File: src/rtl/aes_stream_pkg.sv
// Shared widths, stream type codes and the FSM state encoding for the AES stream
// adapters.
package aes_stream_pkg;

  localparam int WORD_W        = 32;
  localparam int BLK_W         = 128;
  localparam int WORDS_PER_BLK = 4;

  localparam logic TYPE_DATA = 1'b0;
  localparam logic TYPE_KEY  = 1'b1;

  typedef enum logic {
    ST_IDLE = 1'b0,
    ST_FILL = 1'b1
  } st_e;

  // Per-cycle control decoded from the FSM state and the incoming word.
  typedef struct packed {
    logic ld;     // word starts a new block
    logic shift;  // word continues the current block
    logic done;   // word completes the block
    logic mis;    // type mismatch, partial block dropped
    logic to;     // gap timeout, partial block dropped
  } ctl_t;

endpackage

File: src/rtl/stream_in_gap_timer.sv
// Idle-cycle counter between words of one block. A single-cycle expire pulse
// fires on the idle cycle that makes the count reach TIMEOUT; TIMEOUT=0 disables it.
module stream_in_gap_timer #(
  parameter int TIMEOUT = 8,
  parameter int TW      = 4
) (
  input  logic clk,
  input  logic rst,
  input  logic clr,
  input  logic inc,
  output logic expire
);

  localparam logic [TW-1:0] LAST = TW'(TIMEOUT == 0 ? 0 : TIMEOUT - 1);
  localparam logic          EN   = (TIMEOUT != 0);

  logic [TW-1:0] gcnt;

  assign expire = EN && inc && (gcnt == LAST);

  always_ff @(posedge clk or negedge rst) begin
    if (!rst)               gcnt <= '0;
    else if (clr || expire) gcnt <= '0;
    else if (inc && EN)     gcnt <= gcnt + 1'b1;
  end

endmodule

File: src/rtl/stream_in.sv
// Reassembles four 32-bit stream words into one 128-bit AES block with framing
// checks. Define STREAM_IN_STATS_EN to add the blk_cnt/err_cnt statistics outputs.
module stream_in
  import aes_stream_pkg::*;
#(
  parameter int TIMEOUT = 8,
  parameter int TW      = 4
) (
  input  logic              clk,
  input  logic              rst,
  input  logic              vin,
  input  logic              tin,
  input  logic [WORD_W-1:0] din,
  output logic              vout,
  output logic              tout,
  output logic [BLK_W-1:0]  dout,
  output logic              err
`ifdef STREAM_IN_STATS_EN
  ,
  output logic [15:0]       blk_cnt,
  output logic [7:0]        err_cnt
`endif
);

  localparam int            SW   = BLK_W - WORD_W;
  localparam logic [1:0]    LAST = 2'(WORDS_PER_BLK - 1);

  st_e           state, nstate;
  ctl_t          ctl;
  logic [1:0]    wcnt;
  logic          ctype;
  logic [SW-1:0] sreg;   // earlier words of the block; the last one comes straight from din
  logic          expire;

  stream_in_gap_timer #(
    .TIMEOUT (TIMEOUT),
    .TW      (TW)
  ) u_gap (
    .clk    (clk),
    .rst    (rst),
    .clr    ((state == ST_IDLE) || vin),
    .inc    ((state == ST_FILL) && !vin),
    .expire (expire)
  );

  always_ff @(posedge clk or negedge rst) begin
    if (!rst) state <= ST_IDLE;
    else      state <= nstate;
  end

  always_comb begin
    nstate = state;
    case (state)
      ST_IDLE: if (vin) nstate = ST_FILL;
      ST_FILL: if (ctl.done || ctl.to) nstate = ST_IDLE;
      default: nstate = ST_IDLE;
    endcase
  end

  // A mismatched word restarts the block rather than being dropped.
  always_comb begin
    ctl = '0;
    case (state)
      ST_IDLE: ctl.ld = vin;
      ST_FILL: begin
        if (vin) begin
          if (tin == ctype) begin
            ctl.shift = 1'b1;
            ctl.done  = (wcnt == LAST);
          end else begin
            ctl.mis = 1'b1;
            ctl.ld  = 1'b1;
          end
        end else begin
          ctl.to = expire;
        end
      end
      default: ctl = '0;
    endcase
  end

  always_ff @(posedge clk or negedge rst) begin
    if (!rst) begin
      vout  <= 1'b0;
      err   <= 1'b0;
      tout  <= TYPE_DATA;
      dout  <= '0;
      sreg  <= '0;
      wcnt  <= '0;
      ctype <= TYPE_DATA;
    end else begin
      vout <= ctl.done;
      err  <= ctl.mis | ctl.to;
      if (ctl.ld) begin
        sreg  <= {{(SW-WORD_W){1'b0}}, din};
        wcnt  <= 2'd1;
        ctype <= tin;
      end else if (ctl.shift) begin
        sreg <= {sreg[SW-WORD_W-1:0], din};
        wcnt <= ctl.done ? 2'd0 : wcnt + 2'd1;
      end else if (ctl.to) begin
        wcnt <= 2'd0;
      end
      if (ctl.done) begin
        dout <= {sreg, din};
        tout <= ctype;
      end
    end
  end

`ifdef STREAM_IN_STATS_EN
  always_ff @(posedge clk or negedge rst) begin
    if (!rst) begin
      blk_cnt <= '0;
      err_cnt <= '0;
    end else begin
      if (vout)                   blk_cnt <= blk_cnt + 16'd1;
      if (err && err_cnt != 8'hFF) err_cnt <= err_cnt + 8'd1;
    end
  end
`endif

endmodule

File: config.mk
export PLATFORM = sky130hd
export DESIGN_NAME = stream_in
export DESIGN_NICKNAME = d
export VERILOG_FILES = /design/src/rtl/aes_stream_pkg.sv /design/src/rtl/stream_in_gap_timer.sv /design/src/rtl/stream_in.sv
export SDC_FILE = /design/constraint.sdc
export NUM_CORES = 1
export LEC_CHECK = 0
export CAP_MARGIN = 40
export CORE_MARGIN = 2
export CORE_UTILIZATION = 40
export DETAILED_ROUTE_END_ITERATION = 10
export GPL_TIMING_DRIVEN = 1
export PLACE_DENSITY = 0.69
export SLEW_MARGIN = 10
export SYNTH_ARGS = -nofsm -noshare
export SYNTH_HDL_FRONTEND = slang
export SYNTH_HIERARCHICAL = 1
export SYNTH_SLANG_ARGS = --single-unit
File: constraint.sdc
create_clock -name clk -period 3.5 [get_ports clk]
set_clock_uncertainty 0.05 [all_clocks]
set_input_delay 0.7 -clock clk [delete_from_list [all_inputs] [get_ports clk]]
set_output_delay 0.7 -clock clk [all_outputs]
set_load 0.02 [all_outputs]
==> notes.md <==
Summary of the current implementation state.

- The fraction of the mapped netlist area in simple logic gates is 0.0127, for reference.
- In this run the post-CTS setup repair buffer count came out at 0.
- The number of buffer and inverter instances along the worst setup path is 1, for reference.
- The area taken by multi-input combinational cells is reported as 2620 um^2.
- Before any placement, the netlist area is recorded as 8700 um^2.
- In this run the layout overhead on the synthesized area is reported as 32.1%.
- The number of hold-repair buffers added at the cts stage is 0, for reference.
- The type of element launching the critical path is a flip-flop, for reference.
- The number of clock buffers in the layout is 33, for reference.
- The number of levels the H-tree was split into is 1, for reference.
- The leading register cell type out of synthesis is sky130_fd_sc_hd__dfrtp_1, for reference.
- The number of sinks handled by clock tree synthesis is 235, for reference.
- In the synthesized netlist, the cells that appear most often are sky130_fd_sc_hd__dfrtp_1 (235), sky130_fd_sc_hd__mux2_2 (94), sky130_fd_sc_hd__mux2_1 (69), sky130_fd_sc_hd__a22o_1 (64), sky130_fd_sc_hd__buf_2 (12).
- The highest metal layer with signal wires is met4, for reference.
- The largest registers in the layout are dout: 128 flops, sreg: 96 flops, u_gap/gcnt: 4 flops.
- The worst slew margin relative to its limit is 0.513, for reference.
- In the global route stage, met1 resource usage came out at 0.206.
- The STA report counts the stages on the worst setup path as 1.
- Max-slew check failures listed in the final report amount to 0.
- The setup slack after placement is 909 ps, for reference.
- The detailed placer reported the number of placed instances as 946.
- The static power due to leakage is 5.25 nW, for reference.
- In the final report, the number of hold violations comes to 0.
- The portion of synthesized cell area occupied by the leading cell type is 0.676, for reference.
- By area the synthesized netlist is led by sky130_fd_sc_hd__dfrtp_1 (68%), sky130_fd_sc_hd__mux2_2 (12%), sky130_fd_sc_hd__mux2_1 (8.9%), sky130_fd_sc_hd__a22o_1 (6.4%), sky130_fd_sc_hd__buf_6 (0.78%).
- The detailed router finished its first iteration with 170 violations.
- The flow ran to the end, and the final reports show no timing, DRC or antenna violations.
- Using the TritonRoute via totals, the vias-per-cell ratio works out to 5.12.
- The max-cap violation count is 0, for reference.
- The number of flip-flops in the largest register is 128, for reference.
- The global-route wire length before repair is 29400 um, for reference.
- The met2 wire length is 8760 um, for reference.
- The most critical setup path has its startpoint at dout[121]$_DFFE_PN0P_.
- The maximum clock path buffer count is 3, for reference.
- The met3 routing resource usage after global routing is 0.0398, for reference.
- The power density relative to cell area is 866 nW/um^2, for reference.
- The routed metal-1 wire length is 7660 um, for reference.
- The number of global-route vias before repair is 5521, for reference.
- In the synthesized netlist the async set-or-reset flop fraction comes to 1.00.
- The first-pass iteration count of the detailed router is 4, for reference.
- The proportion of cell area occupied by multi-input gates is 0.228, for reference.
- The I/O pin count is 167, for reference.
- Per the cell usage report, the commonest logic cells after layout are sky130_fd_sc_hd__dfrtp_1 (235), sky130_fd_sc_hd__clkdlybuf4s50_1 (164), sky130_fd_sc_hd__mux2_2 (94).
- The measured slew at the worst slew-check pin is 731 ps, for reference.
- The maximum clock frequency is 440 MHz, for reference.
- The top cell class by occupied area is sequential cells, for reference.
- The cell depth of the worst flop-to-flop path is 4, for reference.
- The fraction of layout instances using a drive strength above 1 is 0.214, for reference.
- The antenna diode instance count is 0, for reference.
- Of the total power, registers draw 0.406.
- The pin count of the biggest net entering global routing is 80, for reference.
- In the layout the tool counted multi-input logic cells amounting to 256.
- The synthesized net count is 563, for reference.
- After layout, the inverter instance count without clock inverters stands at 3.
- The biggest cell delay along the critical path is 660 ps, for reference.
- The share of total power dissipated in combinational logic is 0.326.
- The worst hold path belongs to the class in2async.
- Of all the cell area in the finished design, the clock network holds 0.0731.
- The overflow left after global routing is 0, for reference.
- The average footprint of a synthesized cell is 16.6 um^2, for reference.
- Setup repair after global routing left no endpoint under its margin.
- The flip-flop and latch power is 4.04 mW, for reference.
- The category of cells accounting for the largest share of critical-path delay is buffers and inverters, for reference.
- In the final layout, excluding clock buffers the buffer count is 177.
- The area after detailed placement is 10700 um^2, for reference.
- The dominant cell by count in the synthesized netlist is sky130_fd_sc_hd__dfrtp_1, for reference.
- TritonCTS built the clock tree.
- For this run, the post-layout net count is 735.
- The final report lists the setup-violating endpoint count as 0.
- The destination of the critical timing path is dout[121], for reference.
- According to the timing report, the arrival time at the worst endpoint equals 1520 ps.
- The internal power consumption is 6.91 mW, for reference.
- Excluding fillers, the count of instances in the completed layout stands at 990.
- In the routed design, unresolved DRC markers number 0.
- The cell sitting at the root of the clock tree is a sky130_fd_sc_hd__clkbuf_16.
- The worst register-to-register path has a setup slack of 1640 ps.
- Of the total power, the share spent switching nets is 0.305.
- The total negative slack is 0 ps, for reference.
- The critical path is of the reg2out type.
- The area figure in the yosys stat output is 8700 um^2, for reference.
- The sequential-to-total area share from yosys stat is 0.676, for reference.
- The floorplan step set the die width to 151 um.
- For reference, the top logic cell family by area is multiplexers.
- The vertical die dimension reported for this design is 151 um.
- The highest net fanout along the worst path is 2, for reference.
- Summing all flip-flop and latch instances after layout gives 5880 um^2.
- The top register by number of flip-flops is dout, for reference.
- The most critical hold endpoint after final layout shows a slack of 135 ps.
- The post-synthesis share of cell area spent on xor and xnor gates is 0.00187, for reference.
- The worst path setup slack after routing is 1230 ps, for reference.
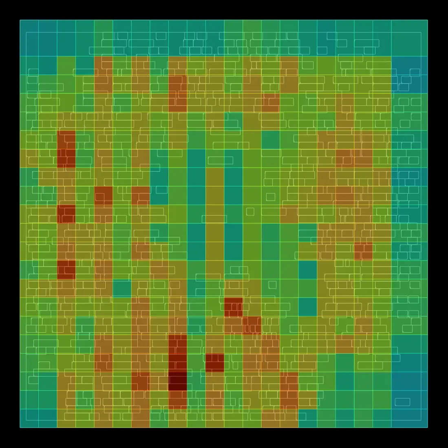
(congestion heat map)
busiest layer in global routing: met2
core occupancy in the finished layout: 0.543

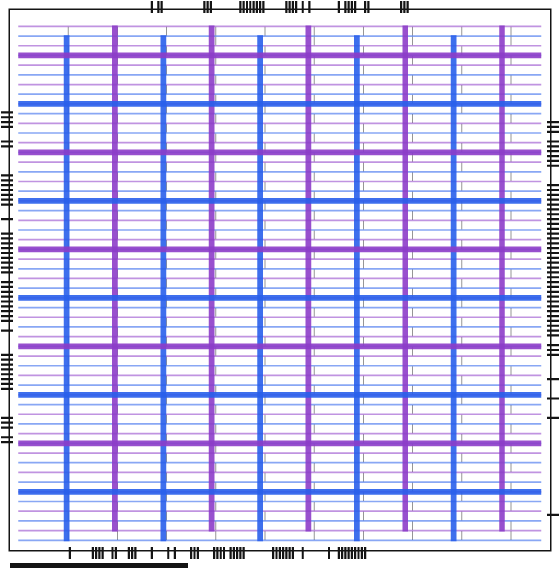
(supply network)
Bar = 50 um. Pins as bars on the die edge. Tap cells in grey.
| colour | net |
|---|---|
| purple | VDD |
| blue | VSS |
met1 rails: 54
met4 straps: 10
tap cells: 275
met5 straps: 10
signal pins: 167

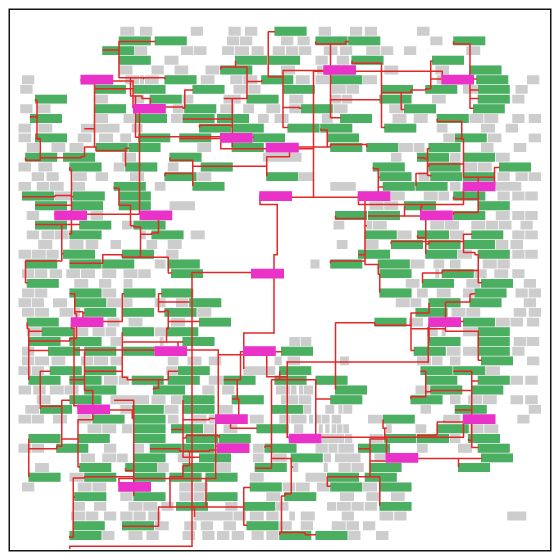
(clock distribution)
[green] flip-flops | count: 235
[magenta] clock-net drivers | count: 24
[red] clock wires | length: 2690 um
flops lie: widely spread
clock latency on the worst-skew pair: 500 ps
Clk. pwr: 2.67 mW
clock network power share: 0.268

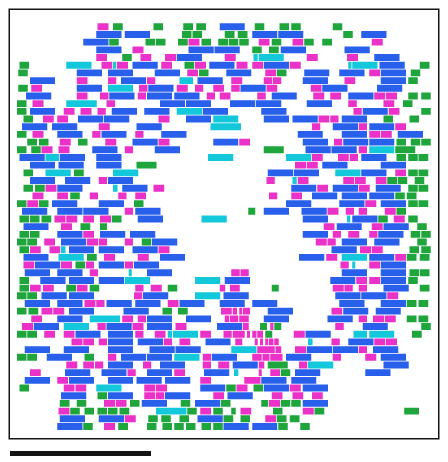
(cell classes on the final placement)
Bar = 50 um.
| colour | class | cells | share of their area |
|---|---|---|---|
| cyan | clock drivers and dummy loads | 44 | 7.5% |
| blue | registers | 235 | 53% |
| magenta | remaining logic cells | 259 | 24% |
| green | remaining buffers and delay cells | 177 | 16% |
Std-Cell Core Area: 21200 um^2
fraction of area in registers: 0.512
Layout Cell Area excl Fill: 11500 um^2

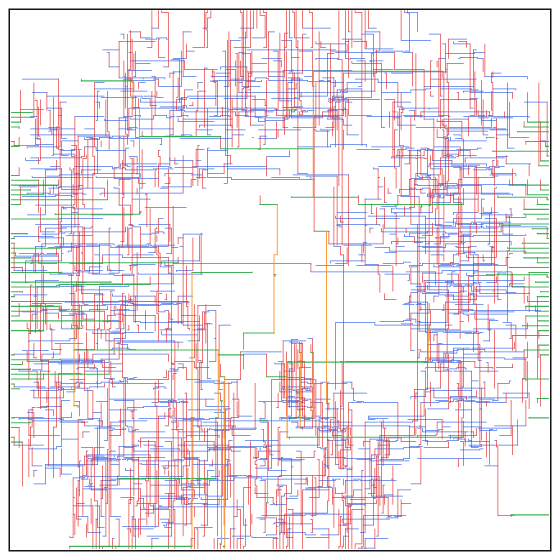
(wiring by layer)
| colour | layer | wire length |
|---|---|---|
| blue | M1 | 7660 um |
| orange | M4 | 456 um |
| green | M3 | 1190 um |
| red | M2 | 8760 um |
GRT Resource Usage Total: 0.162
detailed-route wire length: 18100 um
Wirelength per Cell: 18.2 um
number of vias after detailed routing: 5064

Power is estimated from default activity; no workload was simulated.
